Fig. 1: run 1, signal wires on met1
Scale bar: 20 um. Supply wires on this layer in gray.
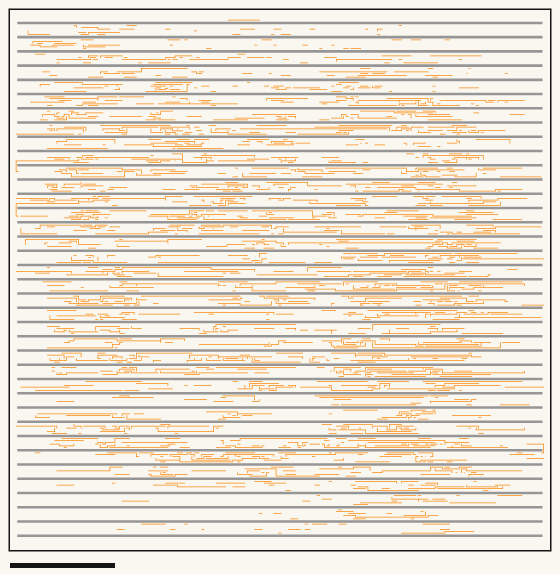
Fig. 2: run 1, signal wires on met2
Scale bar: 20 um.
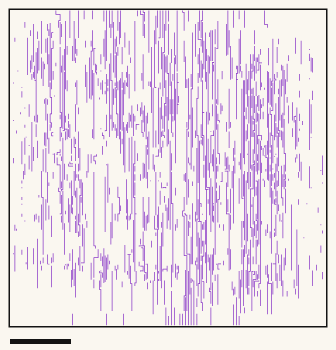
Fig. 3: run 1, M3 wires
Cells faint in the background.
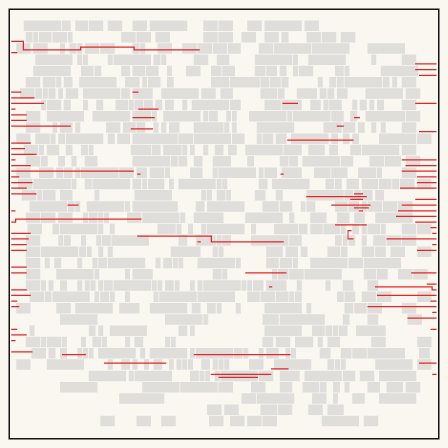
Fig. 4: run 1, metal 4
Scale bar: 20 um. Supply wires on this layer in gray.
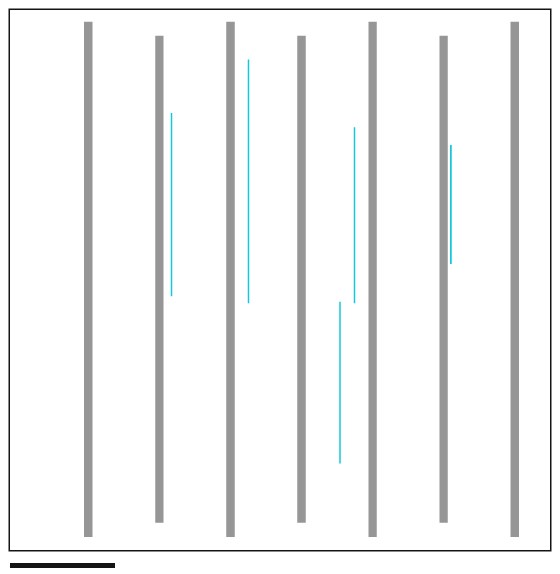
**config.mk**
```make
export PLATFORM = sky130hd
export DESIGN_NAME = stage3_writeback_flat
export DESIGN_NICKNAME = d
export VERILOG_FILES = /design/src/rtl/stage3_pkg.sv /design/src/rtl/stage3_writeback_if.sv /design/src/rtl/stage3_byte_serializer.sv /design/src/rtl/stage3_writeback.sv /design/src/flat_wrapper.sv
export SDC_FILE = /design/constraint.sdc
export NUM_CORES = 1
export LEC_CHECK = 0
export CORE_UTILIZATION = 45
export DETAILED_ROUTE_END_ITERATION = 8
export PLACE_DENSITY_LB_ADDON = 0.2
export SETUP_SLACK_MARGIN = 0.02
export SLEW_MARGIN = 20
export SYNTH_ARGS = -nofsm -noshare
export SYNTH_HDL_FRONTEND = slang
export SYNTH_SLANG_ARGS = --single-unit
```
**constraint.sdc**
```tcl
create_clock -name clk -period 2.54 [get_ports clk]
set_clock_uncertainty 0.2 [all_clocks]
set_input_delay 0.381 -clock clk [delete_from_list [all_inputs] [get_ports clk]]
set_output_delay 0.381 -clock clk [all_outputs]
set_load 0.05 [all_outputs]
```
**src/rtl/stage3_pkg.sv**
```systemverilog
// Shared definitions for the writeback stage: commit-mode codes, FSM states
// and small decode helpers used by the FSM.
package stage3_pkg;

    localparam int unsigned MODE_W         = 3;
    localparam int unsigned BYTES_PER_WORD = 4;
    localparam int unsigned STORE16_BYTES  = 2;

    localparam logic [MODE_W-1:0] MB3_NOP     = 3'd0;
    localparam logic [MODE_W-1:0] MB3_STORE32 = 3'd1;
    localparam logic [MODE_W-1:0] MB3_STORE16 = 3'd2;
    localparam logic [MODE_W-1:0] MB3_JMP     = 3'd3;
    localparam logic [MODE_W-1:0] MB3_JZ      = 3'd4;
    localparam logic [MODE_W-1:0] MB3_JNZ     = 3'd5;

    typedef enum logic [1:0] {
        S3_IDLE  = 2'd0,
        S3_STORE = 2'd1,
        S3_DONE  = 2'd2
    } s3_state_e;

    // Reserved codes fall through to "not taken", i.e. behave as NOP.
    function automatic logic branch_taken(input logic [MODE_W-1:0] mode, input logic zero);
        logic taken;
        taken = 1'b0;
        case (mode)
            MB3_NOP: taken = 1'b0;
            MB3_JMP: taken = 1'b1;
            MB3_JZ:  taken = zero;
            MB3_JNZ: taken = ~zero;
            default: taken = 1'b0;
        endcase
        return taken;
    endfunction

    function automatic logic is_store(input logic [MODE_W-1:0] mode);
        return (mode == MB3_STORE32) || (mode == MB3_STORE16);
    endfunction

endpackage

```
**src/rtl/stage3_writeback_if.sv**
```systemverilog
// STAGE2 -> writeback handshake plus the RAM write port and next-PC outputs.
interface stage3_writeback_if #(
    parameter int unsigned ADDR_W = 16,
    parameter int unsigned DATA_W = 32
);
    logic              in_valid;
    logic              in_ready;
    logic [2:0]        mblock_s3;
    logic [DATA_W-1:0] vw_value;
    logic [ADDR_W-1:0] ram_address;
    logic              alu_is_zero;
    logic [ADDR_W-1:0] pc;
    logic              ram_we;
    logic [ADDR_W-1:0] ram_waddr;
    logic [7:0]        ram_wdata;
    logic              done;
    logic              pc_load;
    logic [ADDR_W-1:0] pc_next;

    modport master (
        output in_valid, mblock_s3, vw_value, ram_address, alu_is_zero, pc,
        input  in_ready, ram_we, ram_waddr, ram_wdata, done, pc_load, pc_next
    );

    modport slave (
        input  in_valid, mblock_s3, vw_value, ram_address, alu_is_zero, pc,
        output in_ready, ram_we, ram_waddr, ram_wdata, done, pc_load, pc_next
    );
endinterface

```
**src/rtl/stage3_byte_serializer.sv**
```systemverilog
// Emits a latched word as consecutive little-endian byte writes, one per cycle,
// starting the cycle after the start pulse.
module stage3_byte_serializer #(
    parameter int unsigned ADDR_W = 16,
    parameter int unsigned DATA_W = 32,
    parameter int unsigned CNT_W  = 3
) (
    input  logic              clk,
    input  logic              rst_n,
    input  logic              start,
    input  logic [ADDR_W-1:0] base,
    input  logic [DATA_W-1:0] word,
    input  logic [CNT_W-1:0]  nbytes,
    output logic              we,
    output logic [ADDR_W-1:0] addr,
    output logic [7:0]        data,
    output logic              last_c
);
    logic [DATA_W-1:0] shift_q;
    logic [CNT_W-1:0]  cnt_q;

    // cnt_q counts bytes still to present, including the one on the bus now.
    always_ff @(posedge clk or negedge rst_n) begin
        if (!rst_n) begin
            we      <= 1'b0;
            addr    <= '0;
            data    <= '0;
            shift_q <= '0;
            cnt_q   <= '0;
        end else if (start) begin
            we      <= 1'b1;
            addr    <= base;
            data    <= word[7:0];
            shift_q <= word >> 8;
            cnt_q   <= nbytes;
        end else if (we) begin
            if (cnt_q == CNT_W'(1)) begin
                we    <= 1'b0;
                cnt_q <= '0;
            end else begin
                addr    <= addr + ADDR_W'(1);
                data    <= shift_q[7:0];
                shift_q <= shift_q >> 8;
                cnt_q   <= cnt_q - CNT_W'(1);
            end
        end
    end

    assign last_c = we && (cnt_q == CNT_W'(1));

endmodule

```
**src/rtl/stage3_writeback.sv**
```systemverilog
// Final pipeline stage: commits a STAGE2 result as a byte-serial RAM store or
// as a next-PC update (branch or sequential).
module stage3_writeback
    import stage3_pkg::*;
#(
    parameter int unsigned ADDR_W      = 16,
    parameter int unsigned DATA_W      = 8 * BYTES_PER_WORD,
    parameter int unsigned INSTR_BYTES = 4
) (
    input logic               clk,
    input logic               rst_n,
    stage3_writeback_if.slave bus
);
    localparam int unsigned WORD_BYTES = DATA_W / 8;
    localparam int unsigned CNT_W      = $clog2(WORD_BYTES + 1);

    s3_state_e         state, next_state;
    logic [ADDR_W-1:0] pc_q;
    logic              in_ready_q, in_ready_d;
    logic              done_q, done_d;
    logic [ADDR_W-1:0] pc_next_q, pc_next_d;
    logic              start_c;
    logic              accept_c;
    logic [CNT_W-1:0]  len_c;
    logic              ser_we, ser_last_c;
    logic [ADDR_W-1:0] ser_addr;
    logic [7:0]        ser_data;

    assign accept_c = (state == S3_IDLE) && bus.in_valid;
    assign len_c    = (bus.mblock_s3 == MB3_STORE32) ? CNT_W'(WORD_BYTES) : CNT_W'(STORE16_BYTES);

    // State and registered outputs.
    always_ff @(posedge clk or negedge rst_n) begin
        if (!rst_n) begin
            state      <= S3_IDLE;
            pc_q       <= '0;
            in_ready_q <= 1'b1;
            done_q     <= 1'b0;
            pc_next_q  <= '0;
        end else begin
            state      <= next_state;
            in_ready_q <= in_ready_d;
            done_q     <= done_d;
            pc_next_q  <= pc_next_d;
            if (accept_c) begin
                pc_q <= bus.pc;
            end
        end
    end

    // Next state; non-store modes resolve the branch from the live inputs at accept.
    always_comb begin
        next_state = state;
        start_c    = 1'b0;
        done_d     = 1'b0;
        pc_next_d  = pc_next_q;
        case (state)
            S3_IDLE: begin
                if (bus.in_valid) begin
                    if (is_store(bus.mblock_s3)) begin
                        start_c    = 1'b1;
                        next_state = S3_STORE;
                    end else begin
                        next_state = S3_DONE;
                        done_d     = 1'b1;
                        pc_next_d  = branch_taken(bus.mblock_s3, bus.alu_is_zero)
                                   ? bus.vw_value[ADDR_W-1:0]
                                   : bus.pc + ADDR_W'(INSTR_BYTES);
                    end
                end
            end
            S3_STORE: begin
                if (ser_last_c) begin
                    next_state = S3_DONE;
                    done_d     = 1'b1;
                    pc_next_d  = pc_q + ADDR_W'(INSTR_BYTES);
                end
            end
            S3_DONE: next_state = S3_IDLE;
            default: next_state = S3_IDLE;
        endcase
        in_ready_d = (next_state == S3_IDLE);
    end

    stage3_byte_serializer #(
        .ADDR_W (ADDR_W),
        .DATA_W (DATA_W),
        .CNT_W  (CNT_W)
    ) u_ser (
        .clk    (clk),
        .rst_n  (rst_n),
        .start  (start_c),
        .base   (bus.ram_address),
        .word   (bus.vw_value),
        .nbytes (len_c),
        .we     (ser_we),
        .addr   (ser_addr),
        .data   (ser_data),
        .last_c (ser_last_c)
    );

    assign bus.in_ready  = in_ready_q;
    assign bus.ram_we    = ser_we;
    assign bus.ram_waddr = ser_addr;
    assign bus.ram_wdata = ser_data;
    assign bus.done      = done_q;
    assign bus.pc_load   = done_q;
    assign bus.pc_next   = pc_next_q;

endmodule

```
**src/flat_wrapper.sv**
```systemverilog
// flat-port wrapper written by rule: the top's interface ports become plain ports
module stage3_writeback_flat import stage3_pkg::*;
#(
    parameter int unsigned ADDR_W      = 16,
    parameter int unsigned DATA_W      = 8 * BYTES_PER_WORD,
    parameter int unsigned INSTR_BYTES = 4
)
  (clk, rst_n, bus_in_valid, bus_mblock_s3, bus_vw_value, bus_ram_address, bus_alu_is_zero, bus_pc, bus_in_ready, bus_ram_we, bus_ram_waddr, bus_ram_wdata, bus_done, bus_pc_load, bus_pc_next);
  stage3_writeback_if #(.ADDR_W(ADDR_W), .DATA_W(DATA_W)) bus_i ();
  input logic clk;
  input logic rst_n;
  input wire logic [$bits(bus_i.in_valid)-1:0] bus_in_valid;
  input wire logic [$bits(bus_i.mblock_s3)-1:0] bus_mblock_s3;
  input wire logic [$bits(bus_i.vw_value)-1:0] bus_vw_value;
  input wire logic [$bits(bus_i.ram_address)-1:0] bus_ram_address;
  input wire logic [$bits(bus_i.alu_is_zero)-1:0] bus_alu_is_zero;
  input wire logic [$bits(bus_i.pc)-1:0] bus_pc;
  output wire logic [$bits(bus_i.in_ready)-1:0] bus_in_ready;
  output wire logic [$bits(bus_i.ram_we)-1:0] bus_ram_we;
  output wire logic [$bits(bus_i.ram_waddr)-1:0] bus_ram_waddr;
  output wire logic [$bits(bus_i.ram_wdata)-1:0] bus_ram_wdata;
  output wire logic [$bits(bus_i.done)-1:0] bus_done;
  output wire logic [$bits(bus_i.pc_load)-1:0] bus_pc_load;
  output wire logic [$bits(bus_i.pc_next)-1:0] bus_pc_next;
  assign bus_i.in_valid = bus_in_valid;
  assign bus_i.mblock_s3 = bus_mblock_s3;
  assign bus_i.vw_value = bus_vw_value;
  assign bus_i.ram_address = bus_ram_address;
  assign bus_i.alu_is_zero = bus_alu_is_zero;
  assign bus_i.pc = bus_pc;
  assign bus_in_ready = bus_i.in_ready;
  assign bus_ram_we = bus_i.ram_we;
  assign bus_ram_waddr = bus_i.ram_waddr;
  assign bus_ram_wdata = bus_i.ram_wdata;
  assign bus_done = bus_i.done;
  assign bus_pc_load = bus_i.pc_load;
  assign bus_pc_next = bus_i.pc_next;
  stage3_writeback #(.ADDR_W(ADDR_W), .DATA_W(DATA_W), .INSTR_BYTES(INSTR_BYTES)) u_core (.clk(clk), .rst_n(rst_n), .bus(bus_i));
endmodule
```
==> Changelog: implementation, run 1 <==
### Changed

- Outcome: finished, final reports clean
- Logic inverters: 12
- Startpoint Class: flop
- Maximum vdd ir drop: 0.752 mV
- Post-DRT Antenna Nets: 0
- Congestion Overflow GR: 0
- Power Total: 7.67 mW
- Min cycle time layout: 2.35 ns
- Non-clk buf share: 21.5%
- Post-synth cell types: 46
- Area leader share: 47.3%
- RR Endpoint: u_core.bus.pc_next[0]$_DFFE_PN0P_
- Worst setup path startpoint: u_core.u_ser.we$_DFF_PN0_
- Fin nets: 690
- Vert. Die Dim: 103 um
- Combinational share of cell area: 35.3%
- Synth Area in Compound Gates: 12.9%
- Reg-to-reg slack, setup: 0.33 ns
- PortBufs: 114
- Setup_tns: 0 ns
- Final Slew Violations: 0
- Pwr per Cell Area: 1230 mW/mm2
- Combinational power share: 49.5%
- CTS tree: yes
- Max cap viols: 0
- Sink Count: 88
- Most common logic cell in the routed design: clkdlybuf4s50_1
- Via density: 5.32
- Max Root-Sink Buffers: 2
- Vias in the first global route: 3,877
- First-pass GRT wire length: 18.7 mm
- Post-CTS Hold Fix Bufs: 1
- Syn Area/Cell: 9.20 um2
- DRC: 0
- Hold path depth: 2
- Worst Tran Pin Value: 0.796 ns
-- Fig. 1 (at the start) --
share of all routed wire	45%
longest straight run	29.0 um
main direction	horizontal
wire length on this layer	5,310 um
nets with wire on the layer	604

-- Fig. 2 (at the start) --
share of all routed wire	49%
main direction	vertical

-- Fig. 3 (at the start) --
main direction	horizontal
nets with wire on the layer	88

-- Fig. 4 (at the start) --
share of all routed wire	1.4%
nets with wire on the layer	3
wire length on this layer	167 um
main direction	vertical

==> run 1: power groups by stage <==
stage	logic (mW)	clock network, mW	registers [mW]
after floorplan	1.50	0	3.64
after global placement	3.74	0	2.57
after detailed placement	3.80	0	2.59
after CTS	3.83	1.33	2.57
after global routing	4.09	1.37	2.66
final	3.80	1.30	2.58
==> run 1: per-layer routing <==
metal  part of all wire (%)  wire [um]  up-vias  GRT usage (%)
li1                       -          -     1947              -
met1                     45       5310     1922           30.1
met2                     49       5740      117           38.6
met3                    5.2        610       13           3.73
met4                    1.4        167        0           9.75
met5                      0          0        -              0
==> run 1: worst reg2reg max path, stage by stage, from the launching register on <==
cell     delay [ns]
dfrtp_1        0.41
nor2b_1        0.63
nand2_1        0.10
and2_4         0.28
inv_1          0.19
o21ai_0        0.12
o21ai_0        0.19
Fig. 5: run 1, track usage over the die
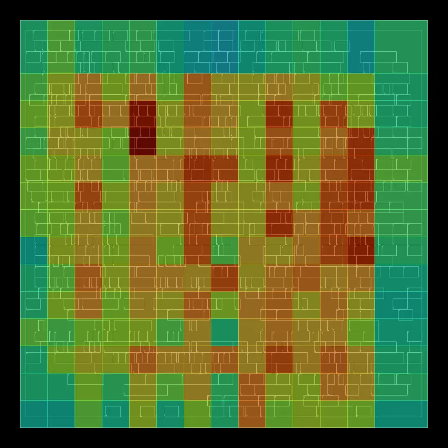

## Run 2: what changed since run 1
==> constraint.sdc (replaced) <==
create_clock -name clk -period 2.9 [get_ports clk]
set_clock_uncertainty 0.2 [all_clocks]
set_input_delay 0.435 -clock clk [delete_from_list [all_inputs] [get_ports clk]]
set_output_delay 0.435 -clock clk [all_outputs]
set_load 0.05 [all_outputs]
Fig. 6: run 2, track usage over the die
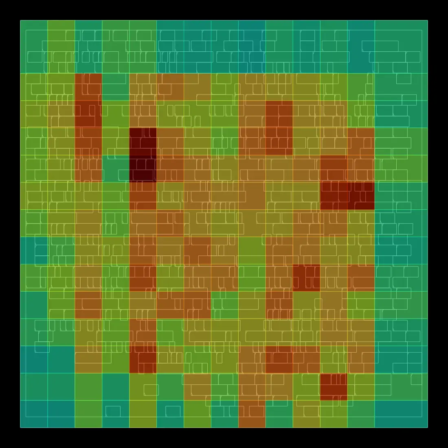
Most Used Layer, Global Route: met2
met1 Usage GRT: 30.6%
GR Util met3: 3.73%
WL per Instance: 15.3 um

Fig. 7: run 2, M3 wires
Cells faint in the background.
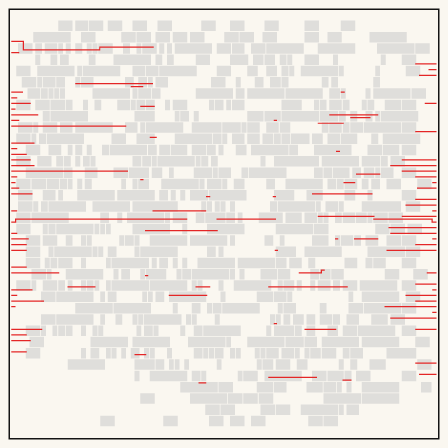
wire length on this layer	634 um
longest straight run	41.2 um
main direction	horizontal
share of all routed wire	5.5%
nets with wire on the layer	89

==> Changelog: implementation, run 2 <==
### Changed

- Crit. path cell count: 1
- Yosys stat chip area: 0.00460 mm2
- First-pass GRT wire length: 18.7 mm (-0.33%)
- Combinational share of cell area: 36.1% (+0.87 points)
- Pwr per Cell Area: 1070 mW/mm2 (-14%)
- Largest power group: combinational cells
- Most common logic cell in the routed design: clkdlybuf4s50_1
- Power Total: 6.47 mW (-16%)
- Highest metal used: met4
- Synth Area in Compound Gates: 12.9% (unchanged)
- Met2 WL: 5.46 mm (-4.8%)
- Outcome: finished, final reports clean
- Post-CTS Hold Fix Bufs: 1 (unchanged)
- Final Slew Violations: 0 (unchanged)
- Fin nets: 684 (-0.87%)
- CTS tree: yes
- Via density: 5.29 (-0.50%)
- Post-route met1 wirelength: 5.11 mm (-3.6%)
- Max cap viols: 0 (unchanged)
- Hold path depth: 1 (-1)
- Max Root-Sink Buffers: 2 (unchanged)
- Post-DRT Antenna Nets: 0 (unchanged)
- Startpoint Class: flop
- Die x size: 103 um
- Comb group: 3.30 mW (-13%)
- Seq group: 2.26 mW (-12%)
- Congestion Overflow GR: 0 (unchanged)
- GRT met2 Usage: 37.3% (-1.3 points)
- PortBufs: 114 (unchanged)
- P_clk: 0.906 mW (-30%)
- Combinational power share: 51.0% (+1.5 points)
- DR WL met3: 633 um (+3.8%)
- Post-synth cell types: 46 (unchanged)
- Vias in the first global route: 3,886 (+0.23%)
- Maximum vdd ir drop: 0.720 mV (-4.2%)
- Syn Area/Cell: 9.20 um2 (unchanged)
Fig. 8: run 2, metal 4
Scale bar: 20 um. Supply wires on this layer in gray.
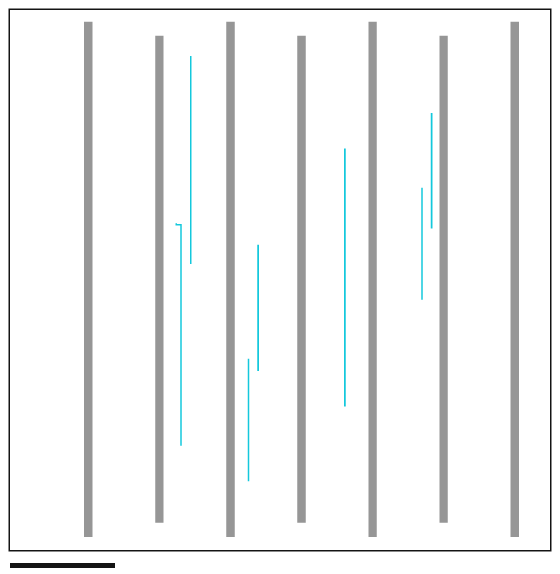
longest straight run	49.0 um
nets with wire on the layer	6

[run 2: worst paths after layout]
kind	startpoint	endpoint	slack, ns
setup reg to reg	u_core.state[1]$_DFF_PN0_	u_core.bus.pc_next[0]$_DFFE_PN0P_	0.68
max in group asynchronous	rst_n	u_core.bus.in_ready$_DFF_PN1_	1.42
setup / recovery	u_core.u_ser.we$_DFF_PN0_	bus_ram_we	0.52
min in group asynchronous	rst_n	u_core.pc_q[12]$_DFFE_PN0P_	0.39
hold reg to reg	u_core.bus.pc_next[7]$_DFFE_PN0P_	u_core.bus.pc_next[7]$_DFFE_PN0P_	0.29
hold / removal	u_core.bus.pc_next[7]$_DFFE_PN0P_	u_core.bus.pc_next[7]$_DFFE_PN0P_	0.29
Power and IR drop assume default switching activity.
